Fig. 1: run 1, where the registers sit
Drawn at 3 px/µm. Other sequential cells in the stronger gray, the rest of the logic in the fainter gray.
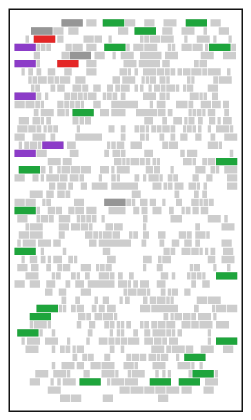
Fig. 2: run 1, routed clock nets over the placement
Drawn at 4 px/µm.
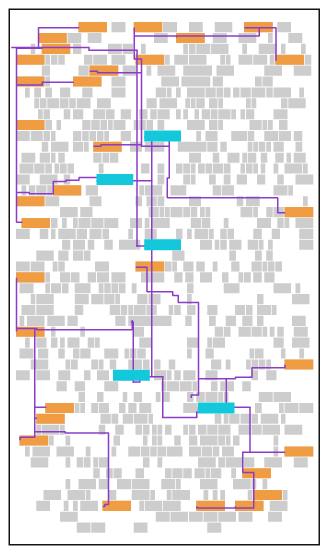
Fig. 3: run 1, the metal 3 layer
Drawn at 3 px/µm.
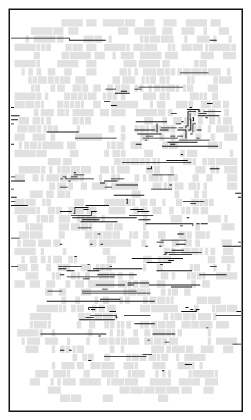
Fig. 4: run 1, metal layers overlaid
Drawn at 3 px/µm.
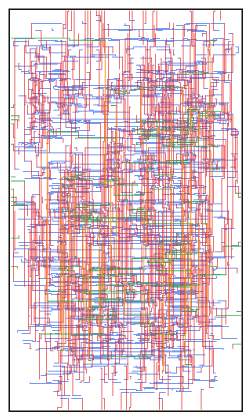
$ cat src/rtl/fixed_point_acc_ctrl_pkg.sv
// Shared constants for the fixed-point accumulator controller: number format,
// default sizing and FSM state encoding.
package fixed_point_acc_ctrl_pkg;

    localparam int unsigned INT_BITS    = 4;
    localparam int unsigned FRAC_BITS   = 15;
    localparam int unsigned BITSIZE_DEF = 1 + INT_BITS + FRAC_BITS;
    localparam int unsigned MAX_LEN_DEF = 16;
    localparam int unsigned CNT_W_DEF   = 5;

    localparam logic [1:0] ST_IDLE = 2'd0;
    localparam logic [1:0] ST_ACC  = 2'd1;
    localparam logic [1:0] ST_DONE = 2'd2;

endpackage

$ cat src/rtl/fixed_point_add.sv
// Combinational sign-magnitude adder; same-sign overflow clamps the magnitude
// to all ones. An exact cancellation keeps the sign of operand a.
module fixed_point_add
    import fixed_point_acc_ctrl_pkg::*;
#(
    parameter int unsigned BITSIZE = BITSIZE_DEF
) (
    input  logic [BITSIZE-1:0] a_i,
    input  logic [BITSIZE-1:0] b_i,
    output logic [BITSIZE-1:0] sum_c
);

    localparam int unsigned MAG_W = BITSIZE - 1;

    logic             sign_a;
    logic             sign_b;
    logic [MAG_W-1:0] mag_a;
    logic [MAG_W-1:0] mag_b;
    logic [MAG_W:0]   mag_sum;
    logic             sign_r;
    logic [MAG_W-1:0] mag_r;

    assign sign_a  = a_i[BITSIZE-1];
    assign sign_b  = b_i[BITSIZE-1];
    assign mag_a   = a_i[MAG_W-1:0];
    assign mag_b   = b_i[MAG_W-1:0];
    assign mag_sum = {1'b0, mag_a} + {1'b0, mag_b};

    always_comb begin
        sign_r = sign_a;
        mag_r  = mag_a;
        if (sign_a == sign_b) begin
            sign_r = sign_a;
            mag_r  = mag_sum[MAG_W] ? {MAG_W{1'b1}} : mag_sum[MAG_W-1:0];
        end else if (mag_a >= mag_b) begin
            sign_r = sign_a;
            mag_r  = mag_a - mag_b;
        end else begin
            sign_r = sign_b;
            mag_r  = mag_b - mag_a;
        end
    end

    assign sum_c = {sign_r, mag_r};

endmodule

$ cat src/rtl/fixed_point_acc_ctrl.sv
// Streaming accumulator: sums a start-specified number of sign-magnitude
// operands through one saturating adder and hands the result off with valid/ready.
module fixed_point_acc_ctrl
    import fixed_point_acc_ctrl_pkg::*;
#(
    parameter int unsigned BITSIZE = BITSIZE_DEF,
    parameter int unsigned MAX_LEN = MAX_LEN_DEF,
    parameter int unsigned CNT_W   = CNT_W_DEF
) (
    input  logic               clk,
    input  logic               rst,
    input  logic               start,
    input  logic [CNT_W-1:0]   len,
    input  logic               in_valid,
    output logic               in_ready,
    input  logic [BITSIZE-1:0] in_data,
    output logic               out_valid,
    input  logic               out_ready,
    output logic [BITSIZE-1:0] out_data,
    output logic               busy,
    output logic               sat_flag
);

    logic [1:0]         state_q;
    logic [1:0]         state_d;
    logic [BITSIZE-1:0] acc_q;
    logic [BITSIZE-1:0] acc_d;
    logic [CNT_W-1:0]   rem_q;
    logic [CNT_W-1:0]   rem_d;
    logic               sat_q;
    logic               sat_d;
    logic               in_ready_q;
    logic               out_valid_q;
    logic               busy_q;
    logic [BITSIZE-1:0] sum;
    logic [CNT_W-1:0]   len_clamped;

    fixed_point_add #(
        .BITSIZE (BITSIZE)
    ) u_add (
        .a_i   (acc_q),
        .b_i   (in_data),
        .sum_c (sum)
    );

    assign len_clamped = (len > CNT_W'(MAX_LEN)) ? CNT_W'(MAX_LEN) : len;

    // Next-state and datapath update
    always_comb begin
        state_d = state_q;
        acc_d   = acc_q;
        rem_d   = rem_q;
        sat_d   = sat_q;
        case (state_q)
            ST_IDLE: begin
                if (start) begin
                    acc_d   = '0;
                    sat_d   = 1'b0;
                    rem_d   = len_clamped;
                    state_d = (len_clamped == '0) ? ST_DONE : ST_ACC;
                end
            end
            ST_ACC: begin
                if (in_valid) begin
                    acc_d = sum;
                    rem_d = rem_q - CNT_W'(1);
                    if (&sum[BITSIZE-2:0]) begin
                        sat_d = 1'b1;
                    end
                    if (rem_q == CNT_W'(1)) begin
                        state_d = ST_DONE;
                    end
                end
            end
            ST_DONE: begin
                if (out_ready) begin
                    state_d = ST_IDLE;
                end
            end
            default: begin
                state_d = ST_IDLE;
            end
        endcase
    end

    // Handshake flags are registered from the next state so they track state_q exactly
    always_ff @(posedge clk) begin
        if (rst) begin
            state_q     <= ST_IDLE;
            acc_q       <= '0;
            rem_q       <= '0;
            sat_q       <= 1'b0;
            in_ready_q  <= 1'b0;
            out_valid_q <= 1'b0;
            busy_q      <= 1'b0;
        end else begin
            state_q     <= state_d;
            acc_q       <= acc_d;
            rem_q       <= rem_d;
            sat_q       <= sat_d;
            in_ready_q  <= (state_d == ST_ACC);
            out_valid_q <= (state_d == ST_DONE);
            busy_q      <= (state_d != ST_IDLE);
        end
    end

    assign in_ready  = in_ready_q;
    assign out_valid = out_valid_q;
    assign busy      = busy_q;
    assign out_data  = acc_q;
    assign sat_flag  = sat_q;

endmodule

$ cat config.mk
export PLATFORM = sky130hd
export DESIGN_NAME = fixed_point_acc_ctrl
export DESIGN_NICKNAME = d
export VERILOG_FILES = /design/src/rtl/fixed_point_acc_ctrl_pkg.sv /design/src/rtl/fixed_point_add.sv /design/src/rtl/fixed_point_acc_ctrl.sv
export SDC_FILE = /design/constraint.sdc
export NUM_CORES = 1
export LEC_CHECK = 0
export CAP_MARGIN = 20
export CORE_ASPECT_RATIO = 1.75
export CORE_UTILIZATION = 45
export DETAILED_ROUTE_END_ITERATION = 6
export PLACE_DENSITY = 0.67
export SYNTH_ARGS = -nofsm -noshare
export SYNTH_HDL_FRONTEND = slang
export SYNTH_SLANG_ARGS = --single-unit
$ cat constraint.sdc
create_clock -name clk -period 9.5 [get_ports clk]
set_input_delay 2.375 -clock clk [delete_from_list [all_inputs] [get_ports clk]]
set_output_delay 2.375 -clock clk [all_outputs]
set_load 0.02 [all_outputs]
==> impl_metrics.tcl, run 1 <==
# collected from the flow reports
set metrics [dict create \
    status "finished clean" \
    drt-met1-wl_um 6190 \
    ys_ff 31 \
    pre_cts_ws_ps 2511 \
    layout_top_cell "a21oi_1" \
    post-route-util_pct 54.22 \
    crit_slowest_cell "nor2_1" \
    start_kind "primary input" \
    switching_share_pct 40.22 \
    netlist_instances 627 \
    viasPerCell 6.545 \
    p_seq_share_pct 24.1 \
    async_flop_share_pct 0 \
    timing.final.ws_setup_ps 2649 \
    finalSetupTns_ps 0 \
    end_kind "flip-flop" \
    nets 746 \
    synthAdderAreaFrac_pct 17.68 \
    pwr-share-clk_pct 33.3 \
    cts_made_buffers 5 \
    wl_met3_um 899 \
    postCtsHoldBufs 0 \
    min_to "out_data[19]$_SDFFE_PP0P_" \
    cts.htree.levels 2 \
    total_power_uw 609.2 \
    cellPowerDensity_nw_per_um2 117.9 \
    topCombFamilyByArea "AND-OR/OR-AND gates" \
    crit_chain "clkdlybuf4s50_1, inv_1, ha_1, nand4_1, nor2_1, a311oi_2, nand3_1, nor2_1, a311o_1, nand2_1, a221oi_1, a21oi_1, nand4bb_1, o41ai_2" \
    setup_viol 0 \
    final_cell_mix "a21oi_1 (73), nor2_1 (69), ha_1 (58)" \
    overflow 0 \
    grt_pass1_wl_um 25520 \
    ys_types 72 \
    antenna_found_initial 0 \
    worstReg2RegEnd "sat_flag$_SDFFE_PP0P_" \
    rsz0062_at_grt "no" \
    insertedDiodeCount 0 \
    crit_required_ps 9700 \
    r2r_cells 12 \
    clk_pin_slew_ps 60 \
    core_um2 9527 \
    period_used_pct 72.12 \
    crit_end "sat_flag$_SDFFE_PP0P_" \
    pwr-share-comb_pct 42.6 \
    clockRootBuffer "clkbuf_16" \
    yosysMostFrequentCell "a21oi_1" \
    grtUsageMet1_pct 33.19 \
    r2r-start "out_data[9]$_SDFFE_PP0P_" \
    ys_warn_count 0 \
    hp-class "reg2reg" \
    critPathKind "in2reg" \
    final_cell_count_no_fill 778 \
    layout_min_cycle_time_ps 6851 \
    drt_iter0_markers 494 \
    ys_sh_mux_pct 1.604 \
    syn_avg_cell_area_um2 7.090 \
    gr-usage-met3_pct 4.247 \
    final_antenna_net_count 0 \
    ff2ff_setup_slack_ps 4920 \
    placementRows 47 \
    drcViolationCount 0 \
    hold_viol_final 0 \
    relSlewSlack_pct 32.26 \
    yosys-stat-area_um2 4446 \
    stdcell_area_um2 5165 \
    first_global_vias 4824 \
    grt.met2_usage_pct 58.21 \
    cpMostUsedCell "nor2_1" \
    postSynthSeqShare_pct 13.96 \
    globalRoute.busiestLayer "met2" \
    netlist_area_um2 4446 \
    maxSlewViolCount 0 \
    yosys_cells 627 \
    ctsResizeCount 0 \
    synth_top_cell_by_area "ha_1" \
    largest_reg_flops 20 \
    intPower_uw 364.1 \
]
Notes on Fig. 1 above:
purple -> rem_q  # flops 5, where north-west
green -> out_data  # flops 20, where spread over the die
red -> state_q  # flops 2
not colored = 4

Notes on Fig. 2 above:
purple -> clock wires  # length 753 µm
orange -> flip-flops  # count 31
cyan -> clock drivers  # count 5
flops lie = spread over the die
routed clock nets = 6

Notes on Fig. 3 above:
longest straight run = 35.7 µm
wire length on this layer = 900 µm
nets with wire on the layer = 109
share of all routed wire = 5.4%

Notes on Fig. 4 above:
green -> metal 3  # wire length 900 µm
blue -> metal 1  # wire length 6190 µm
orange -> metal 4  # wire length 1120 µm
red -> metal 2  # wire length 8390 µm
Vias: 5092
Routed Wire Length: 16600 µm
WL per Instance: 21.34 µm

## run 1: worst max-delay path, delay by kind of cell
kind                       cells  cell delay (ps)
AOI/OAI and AO/OA              5             1590
adders and majority gates      1              510
buffers and inverters          2              580
and+or+nand+nor                6             1980
## run 1: power groups by stage
stage | registers, µW | clock network, µW | logic [µW]
floorplan | 153 | 0 | 167
global placement | 149 | 0 | 252
detailed placement | 150 | 0 | 252
CTS | 147 | 205 | 254
global route | 148 | 209 | 277
finish | 147 | 203 | 259
## run 1: layout make-up
type / count / area [µm²]
clock buffer: 6 / 138.9
clock inverter: 2 / 35.03
inverter: 59 / 221.5
sequential: 31 / 620.6
timing repair buffer: 57 / 560.5
multi-input combinational: 501 / 3436
tap: 122 / 152.6
fill: 1001 / 4362
Fig. 5: run 1, track usage over the die
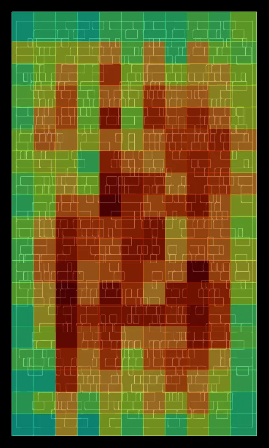

==> inputs of run 2 (changes only) <==
- clock period: 9.5 -> 6.6 ns (I/O delays scaled with it)
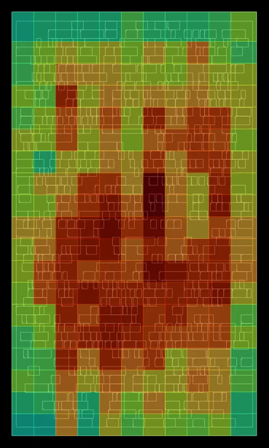
Fig. 6. Track usage over the die (run 2).
Util after Layout: 54.53%
WL per Instance: 21.65 µm

==> run 2 against run 1 <==
  * Final cell count rose by 0.51%
  * Die size stayed put
  * Highest routed layer unchanged
  * Wire length grew 2.0%
  * Largest power group unchanged
  * Sequential share of layout area fell by 0.069 points
  * Critical endpoint unchanged
  * Design area increased by 0.58%
  * Non-clock buffer count rose by 4
==> impl_metrics.tcl, run 2 <==
# collected from the flow reports
set metrics [dict create \
    maxSlewViolCount 0 \
    ctsResizeCount 0 \
    stdcell_area_um2 5195 \
    vias 5113 \
    drt_iter0_markers 433 \
    logic_gates 501 \
    yosys-stat-area_um2 4446 \
    final_antenna_net_count 0 \
    leakagePower_uw 0.002149 \
    netlist_area_um2 4446 \
    cts.htree.levels 2 \
    taps 122 \
    total_power_uw 881.5 \
    critPathKind "in2reg" \
    worst-path-buf-inv 2 \
    antenna_found_initial 0 \
    relSlewSlack_pct 31.92 \
    power_leader "combinational logic" \
    first_global_vias 4788 \
    postSynthSeqShare_pct 13.96 \
    synth_top_cell_by_area "ha_1" \
    placementRows 47 \
    cpMostUsedCell "nor2_1" \
    intPower_uw 526.6 \
    setup_viol 0 \
    comb_area_share_pct 66.14 \
    cellPowerDensity_nw_per_um2 169.7 \
    overflow 0 \
    fin_skew_ps 3.444 \
    pre_cts_ws_ps 576.2 \
    critPathTopFamily "simple AND/OR/NAND/NOR gates" \
    rsz0062_at_grt "no" \
    logic_area_um2 3436 \
    crit_slowest_cell "nor2_1" \
    insertedDiodeCount 0 \
    pwr-share-comb_pct 43.5 \
    clk_pin_slew_ps 60 \
    layout_top_cell "a21oi_1" \
    wl_um 16930 \
    nClkBuffers 6 \
    clk-power_uw 288 \
    synthAdderAreaFrac_pct 17.68 \
    yosysMostFrequentCell "a21oi_1" \
    final_cell_mix "a21oi_1 (73), nor2_1 (69), ha_1 (58)" \
    postCtsHoldBufs 0 \
    viasPerCell 6.538 \
    clockRootBuffer "clkbuf_16" \
    sh_seq_area_pct 11.95 \
    comb_power_uw 383 \
    end_kind "flip-flop" \
    core_um2 9527 \
    ys_warn_count 0 \
    nets 750 \
    p_seq_uw 211 \
    period_used_pct 88.83 \
    design.seq.count 31 \
    hold_viol_final 0 \
    finalSetupTns_ps 0 \
    switching_share_pct 40.27 \
    topCombFamilyByArea "AND-OR/OR-AND gates" \
    syn_avg_cell_area_um2 7.090 \
    netlist_instances 627 \
    clkCellAreaFrac_pct 3.348 \
    ys_ff 31 \
    status "finished clean" \
    ys_sh_mux_pct 1.604 \
    p_seq_share_pct 23.9 \
    yosys_cells 627 \
    buffer_area_share_pct 11.37 \
    timing.final.ws_setup_ps 737.0 \
    crit_required_ps 6790 \
    ys_types 72 \
    drcViolationCount 0 \
    largest_cell_class "multi-input combinational cells" \
    largest_reg_flops 20 \
    async_flop_share_pct 0 \
    fillers 962 \
    final_cell_count_no_fill 782 \
    n_all_buffers 61 \
    pwr-share-clk_pct 32.6 \
    cts_made_buffers 5 \
    crit_chain "clkdlybuf4s50_1, inv_1, ha_1, nand4_1, nor2_1, a311oi_2, nand3_1, nor2_1, a311o_1, nand2_1, a221oi_1, a21oi_1, nand4bb_1, o41ai_2" \
]
==> run 2: cell counts after synthesis <==
No cell type changed its count.
==> run 2: layer usage <==
layer	part of all wire, %	vias to the layer above	wire, µm	track usage [%]
li1	-	2367	-	-
met1	36	2428	6085	35.85
met2	52	245	8800	59.14
met3	5.4	73	920	4.110
met4	6.7	0	1128	21.38
met5	0	-	0	0
==> run 2: worst paths after layout <==
path	cells after the start	slack (ps)	endpoint	startpoint
hold reg to reg	2	510	rem_q[2]$_SDFFE_PP0P_	rem_q[2]$_SDFFE_PP0P_
setup / recovery	14	740	sat_flag$_SDFFE_PP0P_	in_data[11]
setup reg to reg	12	2330	sat_flag$_SDFFE_PP0P_	out_data[11]$_SDFFE_PP0P_
hold / removal	2	510	rem_q[2]$_SDFFE_PP0P_	rem_q[2]$_SDFFE_PP0P_
Fig. 7: run 2, the metal 3 layer
Drawn at 3 px/µm.
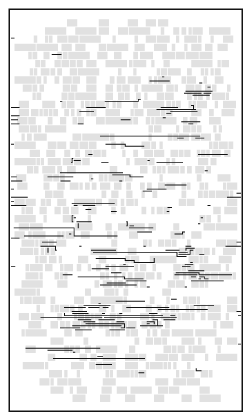

==> inputs of run 3 (changes only) <==
- CORE_UTILIZATION: 45 -> 30
- GPL_TIMING_DRIVEN: default -> 0
- PLACE_DENSITY: 0.67 -> default
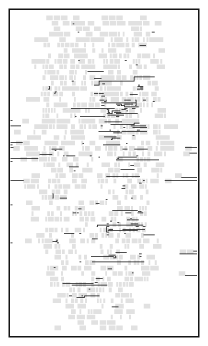
Fig. 8. The metal 3 layer (run 3).
Drawn at 2 px/µm.
nets with wire on the layer = 95
wire length on this layer = 680 µm
share of all routed wire = 3.9%
met3 Track Usage GR: 2.235%
Routed Wire Length: 17400 µm

==> run 3 against run 2 <==
  * Wire length is 2.8% higher
  * Clock skew is 7.3 ps higher
  * Synthesized cell count stayed put
  * Final cell count is 11% higher
  * Critical path type unchanged
==> impl_metrics.tcl, run 3 <==
# collected from the flow reports
set metrics [dict create \
    buffer_area_share_pct 13.11 \
    pwr-share-comb_pct 46.1 \
    postCtsHoldBufs 0 \
    crit_chain "clkdlybuf4s50_1, inv_1, ha_1, nand2b_1, a221oi_1, o41a_1, a31oi_1, o21ai_2, buf_4, nor2_1, a311oi_1, a21oi_1, nor4b_1, nand4b_1, o41ai_2" \
    critPathTopFamily "AND-OR/OR-AND gates" \
    relSlewSlack_pct 48.53 \
    logic_area_um2 3436 \
    switching_share_pct 42.30 \
    taps 180 \
    nets 779 \
    final_antenna_net_count 0 \
    placementRows 58 \
    power_leader "combinational logic" \
    wire_per_inst_um 20.03 \
    crit_required_ps 6790 \
    ys_sh_mux_pct 1.604 \
    yosys_cells 627 \
    clkCellAreaFrac_pct 2.781 \
    ctsResizeCount 0 \
    logic_gates 501 \
    hold_viol_final 0 \
    core_um2 14440 \
    stdcell_area_um2 5354 \
    grtUsageMet1_pct 22.81 \
    drt-met1-wl_um 6243 \
    status "finished clean" \
    nClkBuffers 5 \
    async_flop_share_pct 0 \
    layout_top_cell "a21oi_1" \
    ys_warn_count 0 \
    intPower_uw 482.0 \
    fillers 1549 \
    route.met2.wl_um 8986 \
    vias 5087 \
    comb_area_share_pct 64.17 \
    crit_slowest_cell "clkdlybuf4s50_1" \
    netlist_instances 627 \
    rsz0062_at_grt "no" \
    final_cell_count_no_fill 869 \
    insertedDiodeCount 0 \
    pre_cts_ws_ps 656.0 \
    ys_ff 31 \
    fin_skew_ps 10.72 \
    leakagePower_uw 0.002186 \
    syn_avg_cell_area_um2 7.090 \
    overflow 0 \
    clk-power_uw 238 \
    viasPerCell 5.854 \
    synth_top_cell_by_area "ha_1" \
    wl_met3_um 680 \
    drcViolationCount 0 \
    p_seq_share_pct 25.5 \
    cellPowerDensity_nw_per_um2 156.0 \
    end_kind "flip-flop" \
    yosys-stat-area_um2 4446 \
    antenna_found_initial 0 \
    postSynthSeqShare_pct 13.96 \
    top_layer "met4" \
    ys_types 72 \
    clockRootBuffer "clkbuf_16" \
    first_global_vias 4945 \
    min_to "rem_q[1]$_SDFFE_PP0P_" \
    sh_seq_area_pct 11.59 \
    grt.met2_usage_pct 41.71 \
    largest_reg_flops 20 \
    synthAdderAreaFrac_pct 17.68 \
    n_all_buffers 90 \
    clk_pin_slew_ps 60 \
    timing.final.ws_setup_ps 893.6 \
    topCombFamilyByArea "AND-OR/OR-AND gates" \
    maxSlewViolCount 0 \
    post-route-util_pct 37.07 \
    total_power_uw 835.3 \
    largest_cell_class "multi-input combinational cells" \
    yosysMostFrequentCell "a21oi_1" \
    final_cell_mix "a21oi_1 (73), nor2_1 (69), ha_1 (58)" \
    worstReg2RegEnd "sat_flag$_SDFFE_PP0P_" \
]
==> run 3: cell counts after synthesis <==
Identical to the previous run, type by type.
==> run 3: how the worst max path moves through the flow <==
stage,slack (ps),cells past startpoint,endpoint,from
4_1_cts,940,14,sat_flag$_SDFFE_PP0P_,in_data[1]
5_1_grt,730,15,sat_flag$_SDFFE_PP0P_,in_data[1]
3_3_place_gp,530,15,sat_flag$_SDFFE_PP0P_,in_data[0]
2_1_floorplan,2200,15,sat_flag$_SDFFE_PP0P_,in_data[5]
3_5_place_dp,660,14,sat_flag$_SDFFE_PP0P_,in_data[1]
6_report,890,15,sat_flag$_SDFFE_PP0P_,in_data[1]
Power figures rest on the tool's default switching activity, not on a simulated workload.
